Figure 1. Floorplan with the power grid.
Bar = 10 um. Pins as bars on the die edge. Tap cells in grey.
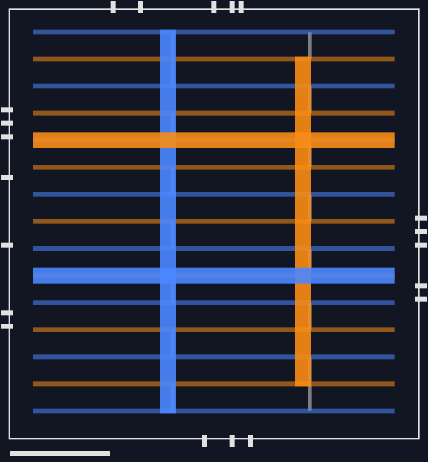
Figure 2. Placed cells, one colour a class.
Bar = 10 um.
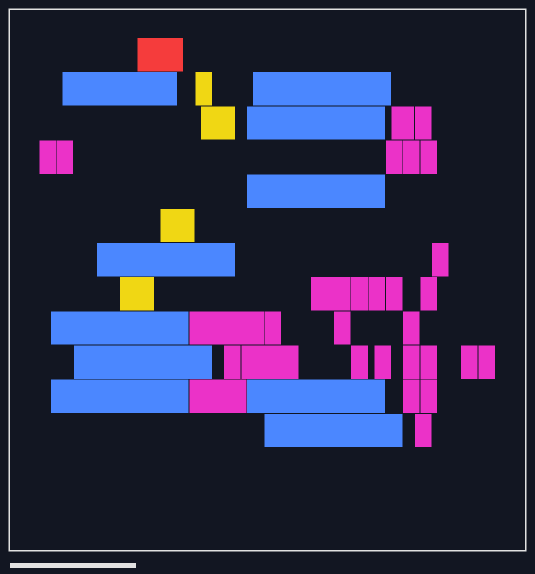
==> src/rtl/gate_chk_pkg.sv <==
// Shared definitions for the gate response checker: FSM states, bit positions
// of the stimulus and response vectors, and the golden gate model.
package gate_chk_pkg;

   typedef enum logic [1:0] {
      IDLE  = 2'd0,
      RUN   = 2'd1,
      DRAIN = 2'd2,
      HALT  = 2'd3
   } state_t;

   localparam int STIM_W = 4;
   localparam int RSP_W  = 5;

   // Response vector {x,y,w,u,v}
   localparam int X_BIT = 4;
   localparam int Y_BIT = 3;
   localparam int W_BIT = 2;
   localparam int U_BIT = 1;
   localparam int V_BIT = 0;

   // Stimulus vector {a,b,c,d}
   localparam int A_BIT = 3;
   localparam int B_BIT = 2;
   localparam int C_BIT = 1;
   localparam int D_BIT = 0;

   function automatic logic [RSP_W-1:0] gate_golden(input logic [STIM_W-1:0] abcd);
      logic [RSP_W-1:0] rsp;
      rsp        = '0;
      rsp[X_BIT] = abcd[A_BIT] | abcd[B_BIT];
      rsp[Y_BIT] = abcd[A_BIT] & abcd[B_BIT];
      rsp[W_BIT] = ~(abcd[A_BIT] | abcd[B_BIT]);
      rsp[U_BIT] = abcd[A_BIT] ^ abcd[B_BIT];
      rsp[V_BIT] = ~(abcd[C_BIT] & abcd[D_BIT]);
      return rsp;
   endfunction

endpackage

==> src/rtl/gate_chk_cmp.sv <==
// Capture stage and golden-model compare for the gate checker.
// Optional macro GATE_CHK_FIRST_FAIL_EN exposes the captured stimulus so the
// top can latch the first failing vector.
module gate_chk_cmp
   import gate_chk_pkg::*;
(
   input  logic              clk,
   input  logic              rst_n,
   input  logic              accept,
   input  logic              in_valid,
   input  logic [3:0]        in_abcd,
   input  logic [4:0]        dut_xywuv,
`ifdef GATE_CHK_FIRST_FAIL_EN
   output logic [3:0]        chk_abcd,
`endif
   output logic              chk_valid,
   output logic              chk_mismatch,
   output logic [4:0]        chk_mask
);

   logic [STIM_W-1:0] abcd_p1;
   logic [RSP_W-1:0]  xywuv_p1;
   logic              vld_p1;

   // Stage 1: valid bit tracks whether a sample was accepted on the last edge
   always_ff @(posedge clk or negedge rst_n) begin
      if (!rst_n) begin
         vld_p1 <= 1'b0;
      end else begin
         vld_p1 <= accept & in_valid;
      end
   end

   // Stage 1: stimulus/response capture, only loaded on accepted samples
   always_ff @(posedge clk) begin
      if (accept && in_valid) begin
         abcd_p1  <= in_abcd;
         xywuv_p1 <= dut_xywuv;
      end
   end

   // Stage 2: combinational compare against the golden model
   assign chk_mask     = gate_golden(abcd_p1) ^ xywuv_p1;
   assign chk_mismatch = |chk_mask;
   assign chk_valid    = vld_p1;
`ifdef GATE_CHK_FIRST_FAIL_EN
   assign chk_abcd     = abcd_p1;
`endif

endmodule

==> config.mk <==
export PLATFORM = sky130hd
export DESIGN_NAME = gate_chk_cmp
export DESIGN_NICKNAME = d
export VERILOG_FILES = /design/src/rtl/gate_chk_pkg.sv /design/src/rtl/gate_chk_cmp.sv
export SDC_FILE = /design/constraint.sdc
export NUM_CORES = 1
export LEC_CHECK = 0
export ABC_AREA = 1
export ABC_CLOCK_PERIOD_IN_PS = 3090
export CAP_MARGIN = 15
export CORE_AREA = 2 2 39 41
export DETAILED_ROUTE_END_ITERATION = 16
export DIE_AREA = 0 0 41 43
export DONT_BUFFER_PORTS = 1
export MAX_ROUTING_LAYER = met4
export PLACE_DENSITY_LB_ADDON = 0.05
export SLEW_MARGIN = 20
export SYNTH_ARGS = -nofsm -noshare
export SYNTH_HDL_FRONTEND = slang
export SYNTH_SLANG_ARGS = --single-unit
==> constraint.sdc <==
create_clock -name clk -period 3.09 [get_ports clk]
set_input_delay 0.4635 -clock clk [delete_from_list [all_inputs] [get_ports clk]]
set_output_delay 0.4635 -clock clk [all_outputs]
set_load 0.02 [all_outputs]
==> impl_metrics.tcl <==
# place-and-route summary
set metrics [dict create \
    first_iter_violations 0 \
    vias 244 \
    p_clk_mw 0.0851 \
    h-tree-depth 1 \
    run_status "finished clean" \
    yosysMostFrequentCell "nand2_1" \
    via_per_inst 4.07 \
    area_leaders "edfxtp_1 61%, nand2_1 10%, inv_1 8.5%, dfrtp_1 5.7%, ha_1 5.7%" \
    final_util_pct 35.9 \
    largest_reg_flops 5 \
    power_frac_seq_pct 57.4 \
    synthMuxAreaShare_pct 0 \
    syn_area_um2 440 \
    drive_gt1_share_pct 9.09 \
    setup_ws_ps 962 \
    yosysTopAreaCell "edfxtp_1" \
    hpwlAfterDp_um 458 \
    slew_viol_final 0 \
    inv_count 10 \
    arrival_ps 1660 \
    swShare_pct 24.6 \
    cp-start-kind "flop" \
    grt_overflow 0 \
    postCtsSetupBuffers 0 \
    required_ps 2630 \
    ant_nets 0 \
    pg_comb_mw 0.0356 \
    top_cell_area_share_pct 61.4 \
    ff_count 10 \
    logic_area_um2 108 \
    fmax_mhz 470 \
    ys_types 9 \
    grt_pass1_wl_um 731 \
    lay_top_count "nand2_1" \
    p_per_area_nw_per_um2 570 \
    ys_seq_share_pct 67.0 \
    nClkBuffers 3 \
    grt_max_degree 11 \
    critPathLaunch "abcd_p1[2]" \
    p_int_mw 0.214 \
    io_pins 20 \
    p_total_mw 0.283 \
    drt-pass1-iter-count 1 \
    logic_family "simple AND/OR/NAND/NOR gates" \
]
-- Figure 1 (at the start) --
VDD: shown in orange. VSS: shown in blue.
2 straps on met4. 16 tap cells. 20 signal pins sit on the boundary. 2 straps on met5.
VDD IR max: 0.195 mV
Core Footprint: 1380 um^2
Die W: 41 um
chip height: 43 um

-- Figure 2 (at the start) --
clock drivers and dummy loads: shown in yellow, cells 4. remaining buffers and delay cells: shown in red, cells 1. registers: shown in blue, cells 10. remaining logic cells: shown in magenta, cells 29.
Seq/total area: 59.4%
cell row count: 14

